$ cat src/rtl/axi_lite_pkg.sv
// Shared AXI4-Lite definitions: response codes, initiator FSM states and the
// default bus widths used by the register responders.
package axi_lite_pkg;

  localparam int AXI_DATA_WIDTH = 32;
  localparam int AXI_ADDR_WIDTH = 9;

  localparam logic [1:0] RESP_OKAY   = 2'b00;
  localparam logic [1:0] RESP_SLVERR = 2'b10;

  typedef enum logic [2:0] {
    ST_IDLE,
    ST_WR_REQ,
    ST_WR_RESP,
    ST_RD_REQ,
    ST_RD_RESP,
    ST_RSP
  } axi_m_state_t;

endpackage

$ cat src/rtl/axi_lite_timeout_ctr.sv
// Per-transaction watchdog: counts enabled cycles since the last clear and
// flags the cycle on which the budget of TIMEOUT_CYCLES is used up.
module axi_lite_timeout_ctr #(
  parameter int TIMEOUT_CYCLES = 1024
) (
  input  logic clk,
  input  logic rst,
  input  logic clear,
  input  logic enable,
  output logic expired
);

  localparam int CW = $clog2(TIMEOUT_CYCLES);
  localparam logic [CW-1:0] LAST = CW'(TIMEOUT_CYCLES - 1);

  logic [CW-1:0] count;

  // Saturates so a late handshake that outlives the budget still aborts on the next cycle.
  always_ff @(posedge clk) begin
    if (rst || clear) begin
      count <= '0;
    end else if (enable && (count != LAST)) begin
      count <= count + 1'b1;
    end
  end

  assign expired = enable && (count == LAST);

endmodule

$ cat src/rtl/axi_lite_master.sv
// Single-outstanding AXI4-Lite initiator: turns cmd_* requests into AXI
// transactions and returns one rsp_* per command, with a timeout abort.
module axi_lite_master
  import axi_lite_pkg::*;
#(
  parameter int C_M_AXI_DATA_WIDTH = AXI_DATA_WIDTH,
  parameter int C_M_AXI_ADDR_WIDTH = AXI_ADDR_WIDTH,
  parameter int TIMEOUT_CYCLES     = 1024
) (
  input  logic                            clk,
  input  logic                            rst,
  input  logic                            cmd_valid,
  output logic                            cmd_ready,
  input  logic                            cmd_write,
  input  logic [C_M_AXI_ADDR_WIDTH-1:0]   cmd_addr,
  input  logic [C_M_AXI_DATA_WIDTH-1:0]   cmd_wdata,
  input  logic [C_M_AXI_DATA_WIDTH/8-1:0] cmd_wstrb,
  output logic                            rsp_valid,
  input  logic                            rsp_ready,
  output logic [C_M_AXI_DATA_WIDTH-1:0]   rsp_rdata,
  output logic [1:0]                      rsp_resp,
  output logic                            rsp_timeout,
  output logic [C_M_AXI_ADDR_WIDTH-1:0]   M_AXI_AWADDR,
  output logic [2:0]                      M_AXI_AWPROT,
  output logic                            M_AXI_AWVALID,
  input  logic                            M_AXI_AWREADY,
  output logic [C_M_AXI_DATA_WIDTH-1:0]   M_AXI_WDATA,
  output logic [C_M_AXI_DATA_WIDTH/8-1:0] M_AXI_WSTRB,
  output logic                            M_AXI_WVALID,
  input  logic                            M_AXI_WREADY,
  input  logic [1:0]                      M_AXI_BRESP,
  input  logic                            M_AXI_BVALID,
  output logic                            M_AXI_BREADY,
  output logic [C_M_AXI_ADDR_WIDTH-1:0]   M_AXI_ARADDR,
  output logic [2:0]                      M_AXI_ARPROT,
  output logic                            M_AXI_ARVALID,
  input  logic                            M_AXI_ARREADY,
  input  logic [C_M_AXI_DATA_WIDTH-1:0]   M_AXI_RDATA,
  input  logic [1:0]                      M_AXI_RRESP,
  input  logic                            M_AXI_RVALID,
  output logic                            M_AXI_RREADY
);

  axi_m_state_t state, state_d;

  logic                            cmd_ready_d, awvalid_d, wvalid_d, bready_d;
  logic                            arvalid_d, rready_d, rsp_valid_d, rsp_timeout_d;
  logic                            aw_done, w_done, aw_done_d, w_done_d;
  logic [C_M_AXI_ADDR_WIDTH-1:0]   awaddr_d, araddr_d;
  logic [C_M_AXI_DATA_WIDTH-1:0]   wdata_d, rsp_rdata_d;
  logic [C_M_AXI_DATA_WIDTH/8-1:0] wstrb_d;
  logic [1:0]                      rsp_resp_d;
  logic                            accept, abort, expired, timer_en;

  assign M_AXI_AWPROT = 3'b000;
  assign M_AXI_ARPROT = 3'b000;

  assign timer_en = (state == ST_WR_REQ) || (state == ST_WR_RESP) ||
                    (state == ST_RD_REQ) || (state == ST_RD_RESP);

  axi_lite_timeout_ctr #(
    .TIMEOUT_CYCLES(TIMEOUT_CYCLES)
  ) u_timeout (
    .clk    (clk),
    .rst    (rst),
    .clear  (accept),
    .enable (timer_en),
    .expired(expired)
  );

  // Next-state and next-value of every registered output; handshakes take priority over expiry.
  always_comb begin
    state_d       = state;
    cmd_ready_d   = cmd_ready;
    awaddr_d      = M_AXI_AWADDR;
    awvalid_d     = M_AXI_AWVALID;
    wdata_d       = M_AXI_WDATA;
    wstrb_d       = M_AXI_WSTRB;
    wvalid_d      = M_AXI_WVALID;
    bready_d      = M_AXI_BREADY;
    araddr_d      = M_AXI_ARADDR;
    arvalid_d     = M_AXI_ARVALID;
    rready_d      = M_AXI_RREADY;
    rsp_valid_d   = rsp_valid;
    rsp_rdata_d   = rsp_rdata;
    rsp_resp_d    = rsp_resp;
    rsp_timeout_d = rsp_timeout;
    aw_done_d     = aw_done;
    w_done_d      = w_done;
    accept        = 1'b0;
    abort         = 1'b0;

    unique case (state)
      ST_IDLE: begin
        if (cmd_valid && cmd_ready) begin
          accept      = 1'b1;
          cmd_ready_d = 1'b0;
          if (cmd_write) begin
            state_d   = ST_WR_REQ;
            awaddr_d  = cmd_addr;
            wdata_d   = cmd_wdata;
            wstrb_d   = cmd_wstrb;
            awvalid_d = 1'b1;
            wvalid_d  = 1'b1;
            aw_done_d = 1'b0;
            w_done_d  = 1'b0;
          end else begin
            state_d   = ST_RD_REQ;
            araddr_d  = cmd_addr;
            arvalid_d = 1'b1;
          end
        end
      end
      ST_WR_REQ: begin
        awvalid_d = M_AXI_AWVALID && !M_AXI_AWREADY;
        wvalid_d  = M_AXI_WVALID && !M_AXI_WREADY;
        aw_done_d = aw_done || (M_AXI_AWVALID && M_AXI_AWREADY);
        w_done_d  = w_done || (M_AXI_WVALID && M_AXI_WREADY);
        if (aw_done_d && w_done_d) begin
          state_d  = ST_WR_RESP;
          bready_d = 1'b1;
        end else if (expired) begin
          abort = 1'b1;
        end
      end
      ST_WR_RESP: begin
        if (M_AXI_BREADY && M_AXI_BVALID) begin
          state_d       = ST_RSP;
          bready_d      = 1'b0;
          rsp_valid_d   = 1'b1;
          rsp_rdata_d   = '0;
          rsp_resp_d    = M_AXI_BRESP;
          rsp_timeout_d = 1'b0;
        end else if (expired) begin
          abort = 1'b1;
        end
      end
      ST_RD_REQ: begin
        if (M_AXI_ARVALID && M_AXI_ARREADY) begin
          state_d   = ST_RD_RESP;
          arvalid_d = 1'b0;
          rready_d  = 1'b1;
        end else if (expired) begin
          abort = 1'b1;
        end
      end
      ST_RD_RESP: begin
        if (M_AXI_RREADY && M_AXI_RVALID) begin
          state_d       = ST_RSP;
          rready_d      = 1'b0;
          rsp_valid_d   = 1'b1;
          rsp_rdata_d   = M_AXI_RDATA;
          rsp_resp_d    = M_AXI_RRESP;
          rsp_timeout_d = 1'b0;
        end else if (expired) begin
          abort = 1'b1;
        end
      end
      ST_RSP: begin
        if (rsp_ready) begin
          state_d     = ST_IDLE;
          rsp_valid_d = 1'b0;
          cmd_ready_d = 1'b1;
        end
      end
      default: state_d = ST_IDLE;
    endcase

    if (abort) begin
      state_d       = ST_RSP;
      awvalid_d     = 1'b0;
      wvalid_d      = 1'b0;
      bready_d      = 1'b0;
      arvalid_d     = 1'b0;
      rready_d      = 1'b0;
      rsp_valid_d   = 1'b1;
      rsp_rdata_d   = '0;
      rsp_resp_d    = RESP_SLVERR;
      rsp_timeout_d = 1'b1;
    end
  end

  always_ff @(posedge clk) begin
    if (rst) begin
      state         <= ST_IDLE;
      cmd_ready     <= 1'b1;
      M_AXI_AWADDR  <= '0;
      M_AXI_AWVALID <= 1'b0;
      M_AXI_WDATA   <= '0;
      M_AXI_WSTRB   <= '0;
      M_AXI_WVALID  <= 1'b0;
      M_AXI_BREADY  <= 1'b0;
      M_AXI_ARADDR  <= '0;
      M_AXI_ARVALID <= 1'b0;
      M_AXI_RREADY  <= 1'b0;
      rsp_valid     <= 1'b0;
      rsp_rdata     <= '0;
      rsp_resp      <= '0;
      rsp_timeout   <= 1'b0;
      aw_done       <= 1'b0;
      w_done        <= 1'b0;
    end else begin
      state         <= state_d;
      cmd_ready     <= cmd_ready_d;
      M_AXI_AWADDR  <= awaddr_d;
      M_AXI_AWVALID <= awvalid_d;
      M_AXI_WDATA   <= wdata_d;
      M_AXI_WSTRB   <= wstrb_d;
      M_AXI_WVALID  <= wvalid_d;
      M_AXI_BREADY  <= bready_d;
      M_AXI_ARADDR  <= araddr_d;
      M_AXI_ARVALID <= arvalid_d;
      M_AXI_RREADY  <= rready_d;
      rsp_valid     <= rsp_valid_d;
      rsp_rdata     <= rsp_rdata_d;
      rsp_resp      <= rsp_resp_d;
      rsp_timeout   <= rsp_timeout_d;
      aw_done       <= aw_done_d;
      w_done        <= w_done_d;
    end
  end

endmodule

$ cat config.mk
export PLATFORM = sky130hd
export DESIGN_NAME = axi_lite_master
export DESIGN_NICKNAME = d
export VERILOG_FILES = /design/src/rtl/axi_lite_pkg.sv /design/src/rtl/axi_lite_timeout_ctr.sv /design/src/rtl/axi_lite_master.sv
export SDC_FILE = /design/constraint.sdc
export NUM_CORES = 1
export LEC_CHECK = 0
export ABC_AREA = 1
export CAP_MARGIN = 40
export CORE_UTILIZATION = 35
export CTS_BUF_LIST = sky130_fd_sc_hd__clkbuf_8
export DETAILED_ROUTE_END_ITERATION = 12
export PLACE_DENSITY_LB_ADDON = 0.05
export SYNTH_ARGS = -nofsm -noshare
export SYNTH_HDL_FRONTEND = slang
export SYNTH_HIERARCHICAL = 1
export SYNTH_SLANG_ARGS = --single-unit
$ cat constraint.sdc
create_clock -name clk -period 5.4 [get_ports clk]
set_clock_uncertainty 0.1 [all_clocks]
set_input_delay 0.54 -clock clk [delete_from_list [all_inputs] [get_ports clk]]
set_output_delay 0.54 -clock clk [all_outputs]
set_load 0.1 [all_outputs]
Run 1, M2 wires:
The bar under the picture is 20 µm long.
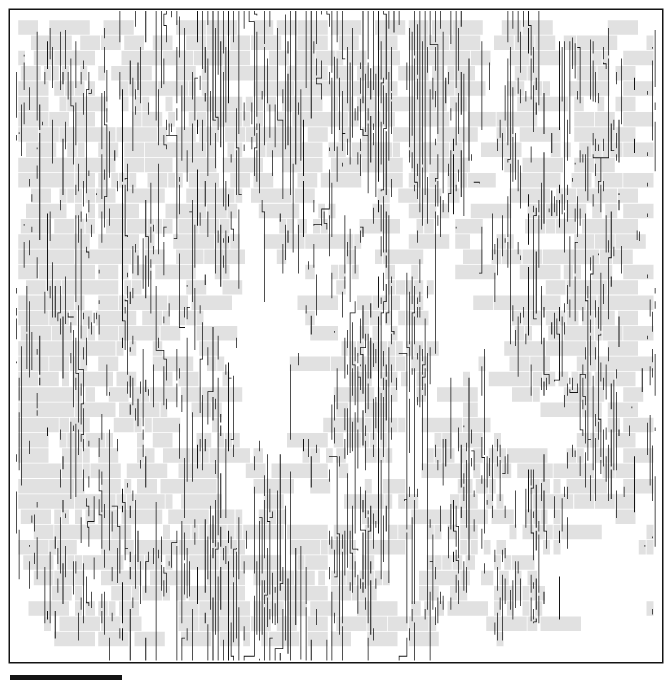
- longest straight run: 45.6 µm
- main direction: vertical
- share of all routed wire: 50%

Run 1, close-up of the layout:
The bar under the picture is 10 µm long. Window x 38 to 78, y 15 to 55 µm. Cells in gray, sequential cells in the stronger gray; small squares are vias.
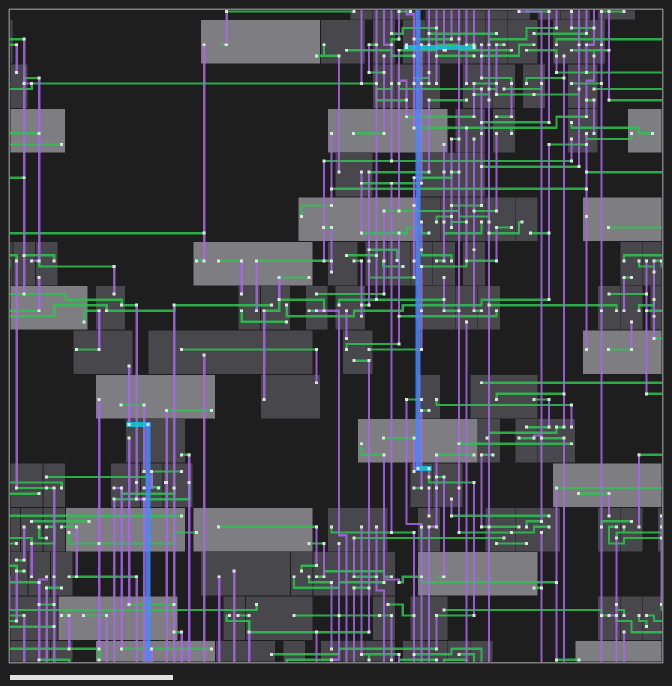
- purple: metal 2
- green: metal 1
- cyan: metal 3
- blue: metal 4
- netlist names of flops here include: `M_AXI_ARADDR` (3), `state` (3), `u_timeout/count` (3)
- sequential cells in the window: 14
- cells with their middle in the window: 101
- most frequent: nor2_1 (22), nand2_1 (18), dfxtp_1 (14)

Run 1, congestion heat map:
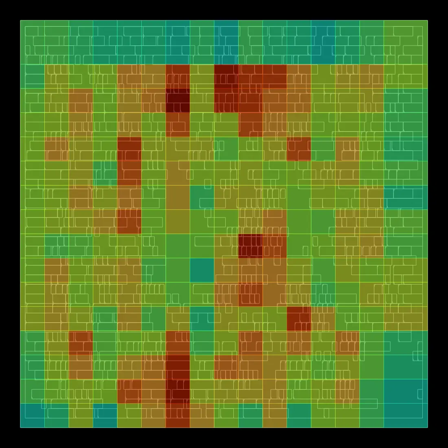
utilization of the core after routing: 67.1%
Global Route Usage Sum: 21.2%

==> run notes, run 1 <==
Main metrics from the flow reports.

In the final layout, the registers with the most flip-flops are M_AXI_WDATA (32), rsp_rdata (32), u_timeout/count (10). The fraction of layout instances using a drive strength above 1 is 15.7%. The clock H-tree reported by CTS has 3 levels.

The largest share of the power goes to combinational logic. The script reports the combined buffer and inverter count of the critical path as 2. TritonCTS built the clock tree. The initial core utilization is 36.0%. The most numerous cell on the critical path is nand2_1.

The maximum net fanout on the critical path is 39. Synthesis handed over a netlist of 612 instances. The endpoint of the worst hold path is reported as rsp_rdata[0].

The timing report gives the worst reg2reg path a setup slack of 1.99 ns. Counting along the longest clock path gives a buffer depth of 2. The flow ran to the end, and the final reports show no timing, DRC or antenna violations. The start point of the worst min-delay path is rsp_rdata[0]. Per the cell usage report, the commonest logic cells after layout are clkdlybuf4s50_1 (186), nor2_1 (140), dfxtp_1 (111), nand2_1 (97), buf_8 (67). The total via count after detailed routing came out at 4942. Hold is met by 0.371 ns. The number of maximum-capacitance violations is 0. By instance count after routing, the leading logic cell type is clkdlybuf4s50_1. The number of failing setup endpoints in the final timing report is 0. The number of hold buffers added after CTS came out at 0.

The area of the mapped netlist came out at 0.00455 mm². The capture point of the worst reg-to-reg path is rsp_rdata[24]. The Yosys chip area is 0.00455 mm².

For this design the static power due to leakage is 3.40 nW. The remaining global-route overflow is 0. The average cell area after synthesis came out at 7.43 µm². The number of cells on the worst hold path is 2.
==> run 1: tightest hold or removal path, cell delays in order, from the launching register on <==
cell and delay (ns):
dfxtp_1 0.32, nand2_1 0.06, a21oi_1 0.05
==> run 1: through the flow <==
step           std cells  utilization, %  instance area, µm²
6_report            1049            67.1                8470
2_1_floorplan        617               -                4570
5_1_grt             1049            67.1                8470
3_5_place_dp        1033            65.4                8260
3_3_place_gp         936            50.9                6420
4_1_cts             1049            67.1                8470
==> run 1: logic make-up (layout without fill, tap and decap cells) <==
logic type,count (synthesis),count (layout)
AND-OR/OR-AND,117,117
adder cells (fa/ha/maj),1,1
buffers and inverters,72,332
flip-flops,111,111
other,1,6
AND/OR/NAND/NOR,310,310
==> run 1: synth_stat cells <==
cell | n | area (µm²)
a21oi_1 | 51 | 255
buf_1 | 3 | 11.3
buf_2 | 9 | 45.0
buf_4 | 8 | 60.1
buf_6 | 5 | 56.3
clkbuf_1 | 16 | 60.1
clkinv_1 | 1 | 3.75
conb_1 | 1 | 3.75
dfxtp_1 | 111 | 2220
ha_1 | 1 | 12.5
inv_1 | 22 | 82.6
inv_2 | 8 | 30.0
nand2_1 | 97 | 364
nand2_2 | 3 | 18.8
nand2_4 | 1 | 11.3
nand3_1 | 14 | 70.1
nand3_2 | 2 | 20.0
nand3_4 | 1 | 17.5
nand3b_1 | 1 | 7.51
nand4_1 | 36 | 225
nor2_1 | 140 | 526
nor2_2 | 4 | 25.0
nor2_4 | 5 | 56.3
nor3_1 | 6 | 30.0
o211ai_1 | 1 | 7.51
o21ai_0 | 57 | 285
o21ai_1 | 8 | 40.0
==> run 1: per-layer routing <==
metal / routed length (µm) / GRT usage [%]
met1: 5990 / 25.0
met2: 7000 / 36.9
met3: 893 / 5.39
met4: 214 / 7.78
met5: 0 / 0
==> run 2, diff against run 1 <==
==> constraint.sdc (replaced) <==
create_clock -name clk -period 3.15 [get_ports clk]
set_clock_uncertainty 0.1 [all_clocks]
set_input_delay 0.315 -clock clk [delete_from_list [all_inputs] [get_ports clk]]
set_output_delay 0.315 -clock clk [all_outputs]
set_load 0.1 [all_outputs]
Run 2, M2 wires:
The bar under the picture is 20 µm long.
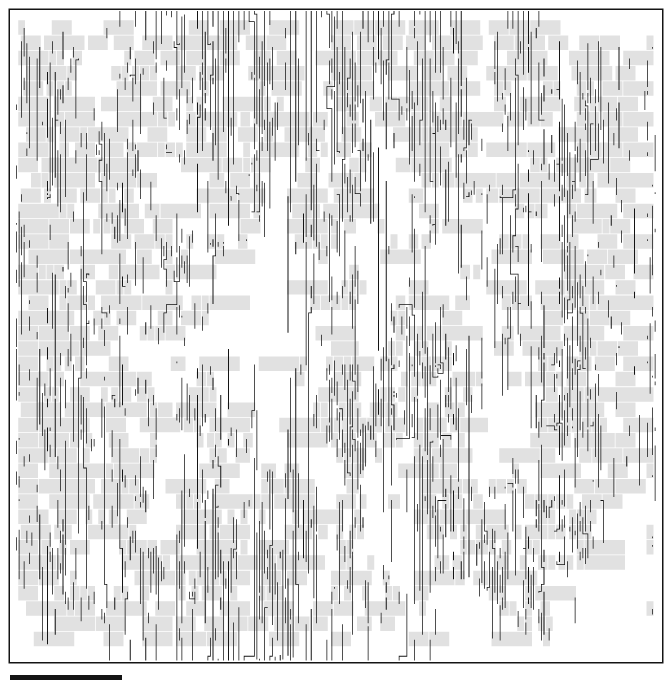
- wire length on this layer: 6660 µm
- nets with wire on the layer: 769
- share of all routed wire: 48%
- longest straight run: 46.3 µm
GR met2 Demand/Resource: 34.2%
vias: 4867
final WL: 13800 µm

==> run 2 against run 1 <==
Effect of this change: critical path depth is 1 lower; final cell count fell by 2.6%; utilization decreased by 5.8 points; sequential power is 72% higher; non-clock buffer count decreased by 23; worst hold slack worse by 0.0020 ns; critical endpoint is now rsp_rdata[22]; largest power group unchanged.
==> run notes, run 2 <==
Main metrics from the flow reports.

The flow ran to the end, and the final reports show no timing, DRC or antenna violations. The initial core utilization came out at 36.0% (unchanged). The number of cells in the finished layout apart from fillers came out at 1022 (-2.6%).

The data arrival at the endpoint of the critical path is 2.84 ns. The fraction of layout instances using a drive strength above 1 is 16.1% (+0.38 points). dfxtp_1 takes more of the synthesized area than any other cell. The cell area after placement came out at 0.00759 mm² (-8.1%).

Looking at the gate-level netlist, the highest instance count belongs to nor2_1. The most numerous cell on the critical path is nand2_1. The async set-or-reset flop fraction in the synthesized netlist came out at 0% (unchanged). The number of synthesized flops with an enable pin came out at 0 (unchanged). Per the GRT log, the top usage layer is met2. The area of the mapped netlist is 0.00455 mm² (unchanged). In this run the top signal layer used is met4. The number of hold buffers added after CTS came out at 0 (unchanged). The number of failing setup endpoints in the final timing report is 0 (unchanged). The met1 wire length is 5850 µm (-2.4%). Per the hold report, the tightest min-delay path originates at rsp_rdata[2]. The minimum setup slack among reg-to-reg paths came to 0.43 ns (-1.56 ns).

Ranking logic cells in the layout by count gives the top entries clkdlybuf4s50_1 (161), nor2_1 (140), dfxtp_1 (111), nand2_1 (97), buf_8 (60). The maximum net fanout on the critical path is 39 (unchanged). The largest registers in the layout are M_AXI_WDATA (32), rsp_rdata (32), u_timeout/count (10). The total length of routed met3 wires came out at 1010 µm (+13%). The overall global routing resource usage came out at 20.8% (-0.34 points). The number of nets at the end of the flow came out at 941. The remaining global-route overflow is 0 (unchanged). The vertical die dimension is 116 µm.

The level count of the clock H-tree is 3 (unchanged). The instance count after placement with tap cells included came out at 1010 (-2.2%). The global routing usage on met1 came out at 25.3% (+0.31 points).

The final instance area came out at 0.00774 mm² (-8.6%). The most common cell after layout, fill and taps aside is clkdlybuf4s50_1. The average cell area after synthesis came out at 7.43 µm² (unchanged). The met3 track utilization from global routing is 7.69% (+2.3 points). The number of maximum-capacitance violations came to 0 (unchanged). The core region is 0.0126 mm². The maximum count of clock buffers along a single path was 2 (unchanged). The clock tree from TritonCTS is built. Yosys attributes the largest share of cell area to dfxtp_1 (49%), nor2_1 (12%), nand2_1 (8.0%), o21ai_0 (6.3%), a21oi_1 (5.6%). The Yosys chip area is 0.00455 mm² (unchanged). The share of Yosys cell area claimed by the top area cell type is 48.9% (unchanged).

The detailed route wirelength on metal2 came out at 6660 µm (-4.9%). Among all flip-flop cells after synthesis, the most frequent one is dfxtp_1. The commonest cells after synthesis are nor2_1 (140), dfxtp_1 (111), nand2_1 (97), o21ai_0 (57), a21oi_1 (51). The gate count of the mapped netlist came out at 612 (unchanged).

The leakage component of the power is 3.16 nW (-7.2%).
Run 2, met1 routing:
The bar under the picture is 20 µm long. Supply wires on this layer in gray.
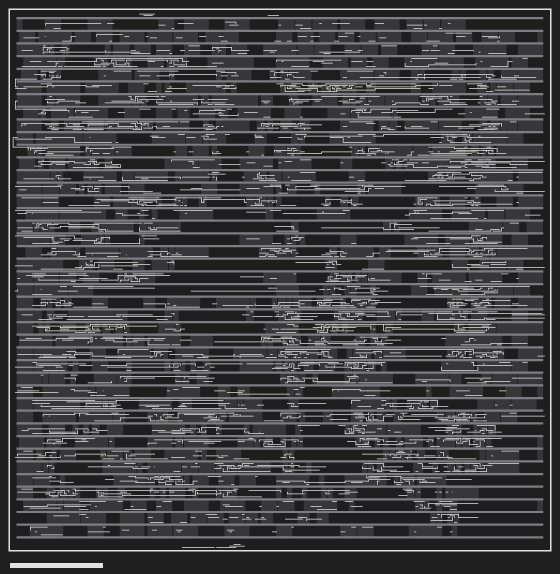
- wire length on this layer: 5850 µm
- share of all routed wire: 43%
- nets with wire on the layer: 828

[run 2: cell counts after synthesis]
Identical to the previous run, type by type.
[run 2: report_power, final]
group          leakage (nW)  internal [mW]  switching [mW]
registers             0.903           1.64           0.152
logic                  2.19           1.10            2.56
clock network        0.0695          0.273           0.457
[run 2: metrics by stage]
| step | setup WS [ns] | util [%] | hold WS (ns) |
|---|---|---|---|
| 6_report | 0.432 | 61.3 | 0.369 |
| 4_1_cts | 0.446 | 61.3 | 0.369 |
| 5_1_grt | 0.206 | 61.3 | 0.386 |
| 3_3_place_gp | 0.559 | 50.6 | 0.352 |
| 2_1_floorplan | 0.980 | - | 0.284 |
| 3_5_place_dp | 0.470 | 60.1 | 0.355 |
[run 2: layout make-up]
class | count | share of cell area (%)
Tap cell | 172 | 2.78
Clock inverter | 3 | 0.307
Timing Repair Buffer | 262 | 39.3
Clock buffer | 9 | 1.60
Multi-Input combinational cell | 434 | 25.8
Sequential cell | 111 | 28.7
Inverter | 31 | 1.50
[run 2: path summary, 6_finish.rpt]
kind                    to  depth (start not counted)
max          rsp_rdata[22]                         11
min           rsp_rdata[2]                          2
max reg2reg  rsp_rdata[22]                         11
min reg2reg   rsp_rdata[2]                          2
[run 2: worst max-delay path: cells and delay by family, from the launching register on]
family | cells | cell delay [ns]
AOI/OAI and AO/OA | 2 | 0.22
buffers and inverters | 2 | 0.22
DFF | 1 | 0.50
and+or+nand+nor | 7 | 1.50
[run 2: logic make-up after synthesis]
logic type | after synthesis | synth area share (%)
AOI/OAI and AO/OA | 117 | 12.9
adders and majority gates | 1 | 0.275
buffers and inverters | 72 | 7.68
DFF | 111 | 48.9
other | 1 | 0.0825
and+or+nand+nor | 310 | 30.2
Power and IR drop assume default switching activity.
